<file path="config.mk">
export PLATFORM = sky130hd
export DESIGN_NAME = fare_check_flat
export DESIGN_NICKNAME = d
export VERILOG_FILES = /design/src/rtl/vend_pkg.sv /design/src/rtl/fare_check_if.sv /design/src/rtl/fare_check_sat_sub8.sv /design/src/rtl/fare_check.sv /design/src/flat_wrapper.sv
export SDC_FILE = /design/constraint.sdc
export NUM_CORES = 1
export LEC_CHECK = 0
export ABC_AREA = 1
export CAP_MARGIN = 20
export CORE_ASPECT_RATIO = 2
export CORE_MARGIN = 2
export CORE_UTILIZATION = 40
export CTS_CLUSTER_DIAMETER = 150
export DETAILED_ROUTE_END_ITERATION = 6
export GPL_TIMING_DRIVEN = 0
export HOLD_SLACK_MARGIN = 0.12
export PLACE_DENSITY_LB_ADDON = 0.05
export REMOVE_ABC_BUFFERS = 1
export SYNTH_ARGS = -nofsm -noshare
export SYNTH_HDL_FRONTEND = slang
export SYNTH_SLANG_ARGS = --single-unit
export TNS_END_PERCENT = 10
</file>
<file path="constraint.sdc">
create_clock -name clk -period 3.35 [get_ports clk]
set_input_delay 0.8375 -clock clk [delete_from_list [all_inputs] [get_ports clk]]
set_output_delay 0.8375 -clock clk [all_outputs]
set_load 0.02 [all_outputs]
</file>
<file path="src/rtl/vend_pkg.sv">
// Shared definitions for the vending fare path: FSM states, verdict codes and saturation limits.
// Verdict codes are identical to the compare engine's 2-bit result codes.
package vend_pkg;

    typedef enum logic [2:0] {
        ST_IDLE   = 3'd0,
        ST_LOAD   = 3'd1,
        ST_WAIT   = 3'd2,
        ST_RESULT = 3'd3,
        ST_FAIL   = 3'd4
    } state_t;

    localparam logic [1:0] VERDICT_EXACT  = 2'b00;
    localparam logic [1:0] VERDICT_SHORT  = 2'b01;
    localparam logic [1:0] VERDICT_CHANGE = 2'b10;
    localparam logic [1:0] VERDICT_BAD    = 2'b11;

    localparam logic signed [7:0] SAT_MAX = 8'sd127;
    localparam logic signed [7:0] SAT_MIN = 8'sh80;

    // Engine results carry only a 2-bit code; anything else is corrupt.
    function automatic logic result_legal(input logic [7:0] r);
        return (r[7:2] == 6'd0) && (r[1:0] != VERDICT_BAD);
    endfunction

endpackage

</file>
<file path="src/rtl/fare_check_if.sv">
// Link between fare_check (master) and the signed compare engine (slave).
// Request is a one-cycle ready pulse plus held data; response is ready/data plus a done pulse.
interface fare_check_if;
    logic       cmp_RDY_out;
    logic [7:0] cmp_DATA_out;
    logic       cmp_RDY_in;
    logic [7:0] cmp_DATA_in;
    logic       cmp_done_in;

    modport master (
        output cmp_RDY_out,
        output cmp_DATA_out,
        input  cmp_RDY_in,
        input  cmp_DATA_in,
        input  cmp_done_in
    );

    modport slave (
        input  cmp_RDY_out,
        input  cmp_DATA_out,
        output cmp_RDY_in,
        output cmp_DATA_in,
        output cmp_done_in
    );
endinterface

</file>
<file path="src/rtl/fare_check_sat_sub8.sv">
// Combinational a - b on unsigned bytes, result saturated to signed 8 bits; zero latency, no handshake.
module sat_sub8
    import vend_pkg::*;
(
    input  logic [7:0]        a,
    input  logic [7:0]        b,
    output logic signed [7:0] y
);

    logic signed [8:0] diff;

    always_comb begin
        diff = $signed({1'b0, a}) - $signed({1'b0, b});
        if (diff > 9'sd127) begin
            y = SAT_MAX;
        end else if (diff < -9'sd128) begin
            y = SAT_MIN;
        end else begin
            y = diff[7:0];
        end
    end

endmodule

</file>
<file path="src/rtl/fare_check.sv">
// Fare check initiator: sends saturated (paid - price) to the compare engine and reports verdict/change.
// One request in flight; start is ignored while busy; a watchdog turns a silent engine into err.
module fare_check
    import vend_pkg::*;
#(
    parameter int TIMEOUT = 16,
    parameter int CNT_W   = 5
) (
    input  logic        clk,
    input  logic        rst,
    input  logic        start,
    input  logic [7:0]  price,
    input  logic [7:0]  paid,
    output logic        busy,
    output logic        done,
    output logic [1:0]  verdict,
    output logic [7:0]  change,
    output logic        err,
    fare_check_if.master cmp
);

    state_t            state, state_nxt;
    logic [7:0]        price_q, paid_q, result_q;
    logic [CNT_W-1:0]  wd;
    logic              wd_expire;
    logic signed [7:0] sat_diff;

    logic              busy_nxt, done_nxt, err_nxt, rdy_nxt;
    logic [1:0]        verdict_nxt;
    logic [7:0]        change_nxt, data_nxt;
    logic              rdy_q;
    logic [7:0]        data_q;

    sat_sub8 u_sat (
        .a (paid_q),
        .b (price_q),
        .y (sat_diff)
    );

    assign wd_expire        = (wd + CNT_W'(1)) == CNT_W'(TIMEOUT);
    assign cmp.cmp_RDY_out  = rdy_q;
    assign cmp.cmp_DATA_out = data_q;

    always_ff @(posedge clk or posedge rst) begin
        if (rst) begin
            state <= ST_IDLE;
        end else begin
            state <= state_nxt;
        end
    end

    // A done pulse beats a watchdog expiry landing in the same cycle.
    always_comb begin
        state_nxt = state;
        case (state)
            ST_IDLE:   if (start) state_nxt = ST_LOAD;
            ST_LOAD:   state_nxt = ST_WAIT;
            ST_WAIT: begin
                if (cmp.cmp_done_in) begin
                    state_nxt = ST_RESULT;
                end else if (wd_expire) begin
                    state_nxt = ST_FAIL;
                end
            end
            ST_RESULT: state_nxt = ST_IDLE;
            ST_FAIL:   state_nxt = ST_IDLE;
            default:   state_nxt = ST_IDLE;
        endcase
    end

    always_comb begin
        busy_nxt    = busy;
        done_nxt    = 1'b0;
        err_nxt     = 1'b0;
        verdict_nxt = verdict;
        change_nxt  = change;
        rdy_nxt     = 1'b0;
        data_nxt    = data_q;
        case (state)
            ST_IDLE: begin
                busy_nxt = start;
                data_nxt = 8'd0;
            end
            ST_LOAD: begin
                rdy_nxt  = 1'b1;
                data_nxt = sat_diff;
            end
            ST_WAIT: begin
                if (cmp.cmp_done_in || wd_expire) data_nxt = 8'd0;
            end
            ST_RESULT: begin
                if (result_legal(result_q)) begin
                    done_nxt    = 1'b1;
                    verdict_nxt = result_q[1:0];
                    change_nxt  = (result_q[1:0] == VERDICT_CHANGE) ? (paid_q - price_q) : 8'd0;
                end else begin
                    err_nxt     = 1'b1;
                    verdict_nxt = VERDICT_BAD;
                    change_nxt  = 8'd0;
                end
            end
            ST_FAIL: begin
                err_nxt     = 1'b1;
                verdict_nxt = VERDICT_BAD;
                change_nxt  = 8'd0;
                data_nxt    = 8'd0;
            end
            default: begin
                busy_nxt = 1'b0;
                data_nxt = 8'd0;
            end
        endcase
    end

    always_ff @(posedge clk or posedge rst) begin
        if (rst) begin
            busy     <= 1'b0;
            done     <= 1'b0;
            err      <= 1'b0;
            verdict  <= 2'b00;
            change   <= 8'd0;
            rdy_q    <= 1'b0;
            data_q   <= 8'd0;
            price_q  <= 8'd0;
            paid_q   <= 8'd0;
            result_q <= 8'd0;
            wd       <= '0;
        end else begin
            busy    <= busy_nxt;
            done    <= done_nxt;
            err     <= err_nxt;
            verdict <= verdict_nxt;
            change  <= change_nxt;
            rdy_q   <= rdy_nxt;
            data_q  <= data_nxt;

            if (state == ST_IDLE && start) begin
                price_q <= price;
                paid_q  <= paid;
            end

            if (state == ST_LOAD) begin
                wd <= '0;
            end else if (state == ST_WAIT) begin
                wd <= wd + CNT_W'(1);
            end

            // Engine ready is held two cycles; the later capture carries the valid code.
            if (state_nxt == ST_IDLE) begin
                result_q <= 8'd0;
            end else if (state == ST_WAIT && cmp.cmp_RDY_in) begin
                result_q <= cmp.cmp_DATA_in;
            end
        end
    end

endmodule

</file>
<file path="src/flat_wrapper.sv">
// flat-port wrapper written by rule: the top's interface ports become plain ports
module fare_check_flat import vend_pkg::*;
#(
    parameter int TIMEOUT = 16,
    parameter int CNT_W   = 5
)
  (clk, rst, start, price, paid, busy, done, verdict, change, err, cmp_cmp_RDY_out, cmp_cmp_DATA_out, cmp_cmp_RDY_in, cmp_cmp_DATA_in, cmp_cmp_done_in);
  fare_check_if cmp_i ();
  input  logic clk;
  input  logic rst;
  input  logic start;
  input  logic [7:0] price;
  input  logic [7:0] paid;
  output logic busy;
  output logic done;
  output logic [1:0] verdict;
  output logic [7:0] change;
  output logic err;
  output wire logic [$bits(cmp_i.cmp_RDY_out)-1:0] cmp_cmp_RDY_out;
  output wire logic [$bits(cmp_i.cmp_DATA_out)-1:0] cmp_cmp_DATA_out;
  input wire logic [$bits(cmp_i.cmp_RDY_in)-1:0] cmp_cmp_RDY_in;
  input wire logic [$bits(cmp_i.cmp_DATA_in)-1:0] cmp_cmp_DATA_in;
  input wire logic [$bits(cmp_i.cmp_done_in)-1:0] cmp_cmp_done_in;
  assign cmp_cmp_RDY_out = cmp_i.cmp_RDY_out;
  assign cmp_cmp_DATA_out = cmp_i.cmp_DATA_out;
  assign cmp_i.cmp_RDY_in = cmp_cmp_RDY_in;
  assign cmp_i.cmp_DATA_in = cmp_cmp_DATA_in;
  assign cmp_i.cmp_done_in = cmp_cmp_done_in;
  fare_check #(.TIMEOUT(TIMEOUT), .CNT_W(CNT_W)) u_core (.clk(clk), .rst(rst), .start(start), .price(price), .paid(paid), .busy(busy), .done(done), .verdict(verdict), .change(change), .err(err), .cmp(cmp_i));
endmodule
</file>
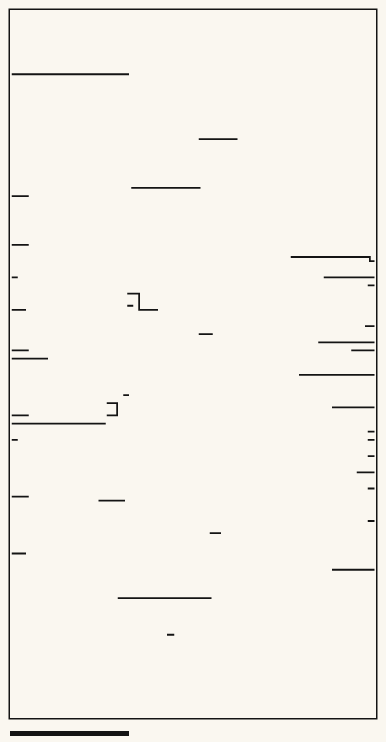
Fig. 1. Signal wires on met3 (run 1).
Scale bar: 20 µm.
The longest straight run is 19.3 µm. The layer holds 3.3% of the routed length. The wires run mostly horizontal.
Vias: 2052
total wire length: 5570 µm
met3 usage: 0.0328

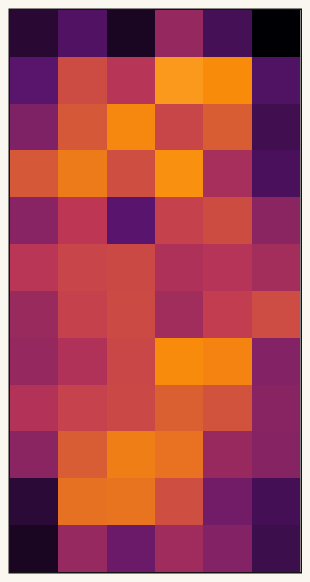
Fig. 2. Cell density map (run 1).
The die is cut into 6 by 12 equal tiles; black is low, pale yellow is high, 0 to 100% covered.
The mean over all tiles is 45%. 2.8% of the tiles are over 75% full. The fullest tile reaches 78%.

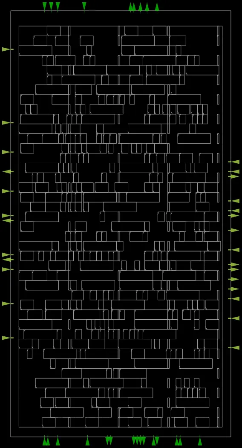
Fig. 3. Cell outlines without signal wires (run 1).
final std cells w/o fill: 441
well tap count: 86
# rows: 41
flop count: 54
Seq/total area: 0.398

==> results.toml, run 1 <==
# physical design summary
[clock_network]
cts_resized = 0
cts_sinks = 54
clk_latency_ns = 0.29

[drt]
wl_per_cell_um = 12.6
drc_errors = 0
ant_nets = 0
drtIter0Drc = 36
drtPass1Iterations = 4

[cells_and_area]
comb_share = 0.314
comb_cells = 190
biggestCellCategory = "registers"
final_util = 0.538
layout-drive-gt1-share = 0.104

[worst_setup_path]
path_cells = "clkdlybuf4s50_1 -> nand3_2 -> nand2_2 -> o21ai_4 -> nor2_1 -> a21oi_1 -> inv_1"
r2r_slack_ns = 1.30
crit_type = "in -> reg"
slowest_delay_ns = 0.47
cpMaxStageDelayCell = "clkdlybuf4s50_1"
end_kind = "register"
path_buffers = 2
path_delay_family = "simple AND/OR/NAND/NOR gates"

[placement]
hpwlAfterDp_um = 4400
dp_cells = 433

[power_and_ir_drop]
power.density_nw_per_um2 = 977
p_sw_uw = 1420
pwr-share-comb = 0.521
p_sw_frac = 0.429
pg_comb_uw = 1730
seq_power_uw = 1060

[floorplan]
initial_core_util = 0.416
core-area_um2 = 6310
die_height_um = 119

[hold_path]
hp-start = "u_core.cmp.cmp_DATA_out[1]"

[timing]
worst_slack_ns = 1.20
rsz0062_at_grt = "no"
max_freq_mhz = 464

[grt]
grt_max_degree = 35

[synthesis]
synthCells = 298
ys_async_sr_fraction = 1.00
synth_seq_share = 0.515
ys_ff = 54
edf_count = 0

[status]
status = "finished, final reports clean"
[run 1: state kept, by name, indices dropped and copies added, names as in the netlist]
register,cells
u_core.cmp.cmp_RDY_out,1
u_core.state,3
u_core.result_q,8
u_core.wd,5
u_core.change,8
u_core.price_q,8
u_core.done,1
u_core.err,1
u_core.verdict,2
u_core.cmp.cmp_DATA_out,8
u_core.busy,1
u_core.paid_q,8
[run 1: per-layer routing]
layer	share of wire	vias to the layer above	GRT usage	routed length (µm)
met2	0.58	40	0.322	3220
met4	0.023	0	0.0774	128
met3	0.033	10	0.0328	184
li1	-	1047	-	-
met5	0	-	0	0
met1	0.37	955	0.183	2040
[run 1: kinds of logic (layout without fill, tap and decap cells)]
kind of cell,count (synthesis),after routing,share of synthesized area
AND-OR/OR-AND,39,39,0.0877
XOR/XNOR,5,5,0.0167
adder cells (fa/ha/maj),11,11,0.0553
buffers and inverters,54,111,0.0787
flip-flops,54,54,0.515
multiplexers,8,8,0.0386
AND/OR/NAND/NOR,127,127,0.208
[run 1: placed cells by master (no fill, tap or decap), types with 4 or more instances in the layout]
master           instances
a21oi_1                 22
clkbuf_16                5
clkdlybuf4s50_1         50
dfrtp_1                 54
ha_1                    10
inv_1                   45
inv_2                    5
mux2_2                   5
nand2_1                 68
nand2_2                  4
nand3_1                 16
nor2_1                  28
nor3_1                   4
o21ai_0                  9
xor2_1                   4
[run 1: cell usage after synthesis, types with 4 or more instances]
library cell	n	area share
a21oi_1	22	0.042
dfrtp_1	54	0.52
ha_1	10	0.048
inv_1	46	0.066
inv_2	4	0.0057
mux2_2	5	0.021
nand2_1	68	0.097
nand2_2	4	0.0095
nand3_1	16	0.031
nor2_1	28	0.040
nor3_1	4	0.0076
o21ai_0	9	0.017
xor2_1	4	0.013
--- run 2 (diff from run 1) ---
- clock period: 3.35 -> 2.2 ns (I/O delays scaled with it)
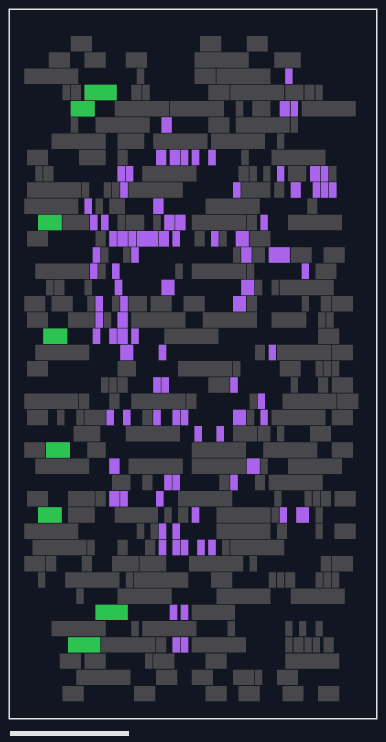
Fig. 4. Selected gate families (run 2).
Scale bar: 20 µm.
NAND gates: marked purple, cells 92, most used nand2_1. multiplexers: marked green, cells 8, most used mux2_2.

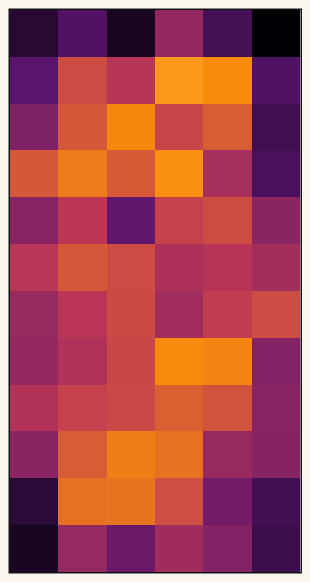
Fig. 5. Cell density map (run 2).
The die is cut into 6 by 12 equal tiles; black is low, pale yellow is high, 0 to 100% covered.
Post-Route Utilization: 0.539
Pre-Place Util: 0.416
Core Footprint: 6310 µm²

==> results.toml, run 2 <==
# physical design summary
[worst_setup_path]
critPathArrivalTime_ns = 2.17
crit_type = "reg -> reg"
end_kind = "register"
rr_endpoint = "u_core.cmp.cmp_DATA_out[2]"
path_buffers = 3
r2r_slack_ns = 0.22
slowest_delay_ns = 0.39
endpoint = "u_core.cmp.cmp_DATA_out[2]"
cp_num_cells = 12
path_cells = "inv_1 -> ha_1 -> inv_1 -> fa_1 -> nand3_1 -> nand2_2 -> a21oi_2 -> nand3_2 -> nand2_1 -> inv_1 -> nand2_1 -> nand2_1"
ff2ff_path_depth = 12
cp_max_fo = 4
cpMaxStageDelayCell = "fa_1"
path_delay_family = "simple AND/OR/NAND/NOR gates"

[power_and_ir_drop]
power.density_nw_per_um2 = 1490
pg_comb_uw = 2670
largestPowerGroup = "combinational cells"
p_sw_frac = 0.431
seq_power_share = 0.317
pwr-share-comb = 0.525
p_sw_uw = 2190
p_clk_frac = 0.158
seq_power_uw = 1610
p_leak_uw = 0.00174

[synthesis]
synth_seq_share = 0.515
edf_count = 0
ys_async_sr_fraction = 1.00
top_cells_by_area = "dfrtp_1, nand2_1, inv_1, ha_1, a21oi_1"
common_cells = "nand2_1, dfrtp_1, inv_1"
synthCells = 298
synth_top_area_share = 0.515
syn-cell-area_um2 = 2620
ys_ff = 54
synthFlopType = "dfrtp_1"
yosysTopAreaCell = "dfrtp_1"
yosysMostFrequentCell = "nand2_1"

[clock_network]
root_buffer = "clkbuf_16"
cts-hold-fix-buffers = 0
clk_latency_ns = 0.29
post-cts-setup-buffers = 0
max-clock-path-buffers = 2
clk_pin_slew_ns = 0.07
cts_sinks = 54
cts_resized = 0

[drt]
wl_per_cell_um = 12.7
drtIter0Drc = 34
vias = 2057
ant_nets = 0
wirelength_um = 5590
wl_met2_um = 3250
met3WireLength_um = 175
routed.top_layer = "met4"
drc_errors = 0
wl_met1_um = 2040
drtPass1Iterations = 4

[cells_and_area]
area_growth_pct = 29.7
layout_top_cells = "nand2_1, dfrtp_1, clkdlybuf4s50_1"
layout-drive-gt1-share = 0.113
layout_top_cell = "nand2_1"

[floorplan]
placementRows = 41
ioPinCount = 51
die_height_um = 119
chip_area_um2 = 7260

[grt]
grt_max_degree = 35
met1_usage = 0.183
grt-busiest-layer = "met2"
grtUsageMet3 = 0.0328
grt_pass1_wl_um = 9570
antenna_found_initial = 0
grt.met2_usage = 0.322
grt_util_all_layers = 0.177

[timing]
rsz0062_at_grt = "no"
hold_viol_final = 0
setup_violations = 0
fin_crit_sh = 0.902
max_freq_mhz = 504

[job]
drv_cap = 0
warnings = 26

[status]
status = "finished, final reports clean"

[placement]
hpwlAfterDp_um = 4400
port-buffer-count = 50
==> run 2: cell counts after synthesis <==
No cell type changed its count.
==> run 2: cell type report <==
cell class / instances / area, µm² / share of cell area
sequential: 54 / 1350 / 0.397
tap: 86 / 108 / 0.0316
inverter: 52 / 196 / 0.0577
multi-input combinational: 190 / 1070 / 0.316
clock inverter: 2 / 12.5 / 0.00368
timing repair buffer: 51 / 520 / 0.153
clock buffer: 6 / 139 / 0.0408
==> run 2: through the flow <==
stage	instance area (µm²)	cells	worst slack (ns)	power, µW
after floorplan	2610	296	0.335	3490
after global placement	3220	432	-0.733	4260
after detailed placement	3240	433	-0.00450	4310
after CTS	3390	441	0.103	5150
after global routing	3400	441	0.0103	5580
final	3400	441	0.215	5080
==> run 2: how the worst min path moves through the flow <==
stage                                    start                          to  slack (ns)  cells past startpoint
detailed placement  u_core.cmp.cmp_DATA_out[1]  u_core.cmp.cmp_DATA_out[1]        0.47                      2
global route        u_core.cmp.cmp_DATA_out[0]  u_core.cmp.cmp_DATA_out[0]        0.52                      2
CTS                 u_core.cmp.cmp_DATA_out[1]  u_core.cmp.cmp_DATA_out[1]        0.49                      2
finish              u_core.cmp.cmp_DATA_out[1]  u_core.cmp.cmp_DATA_out[1]        0.48                      2
global placement    u_core.cmp.cmp_DATA_out[1]  u_core.cmp.cmp_DATA_out[1]        0.47                      2
floorplan                         u_core.wd[0]                u_core.wd[0]        0.47                      1
==> run 2: kinds of logic (layout without fill, tap and decap cells) <==
logic type      Yosys count  after routing  synth area share
simple gates            127            127             0.208
compound gates           39             39            0.0877
buf+inv                  54            111            0.0787
flops                    54             54             0.515
mux                       8              8            0.0386
xor+xnor                  5              5            0.0167
fa+ha+maj                11             11            0.0553
No activity file was given, so power comes from the tool's default toggle rates.
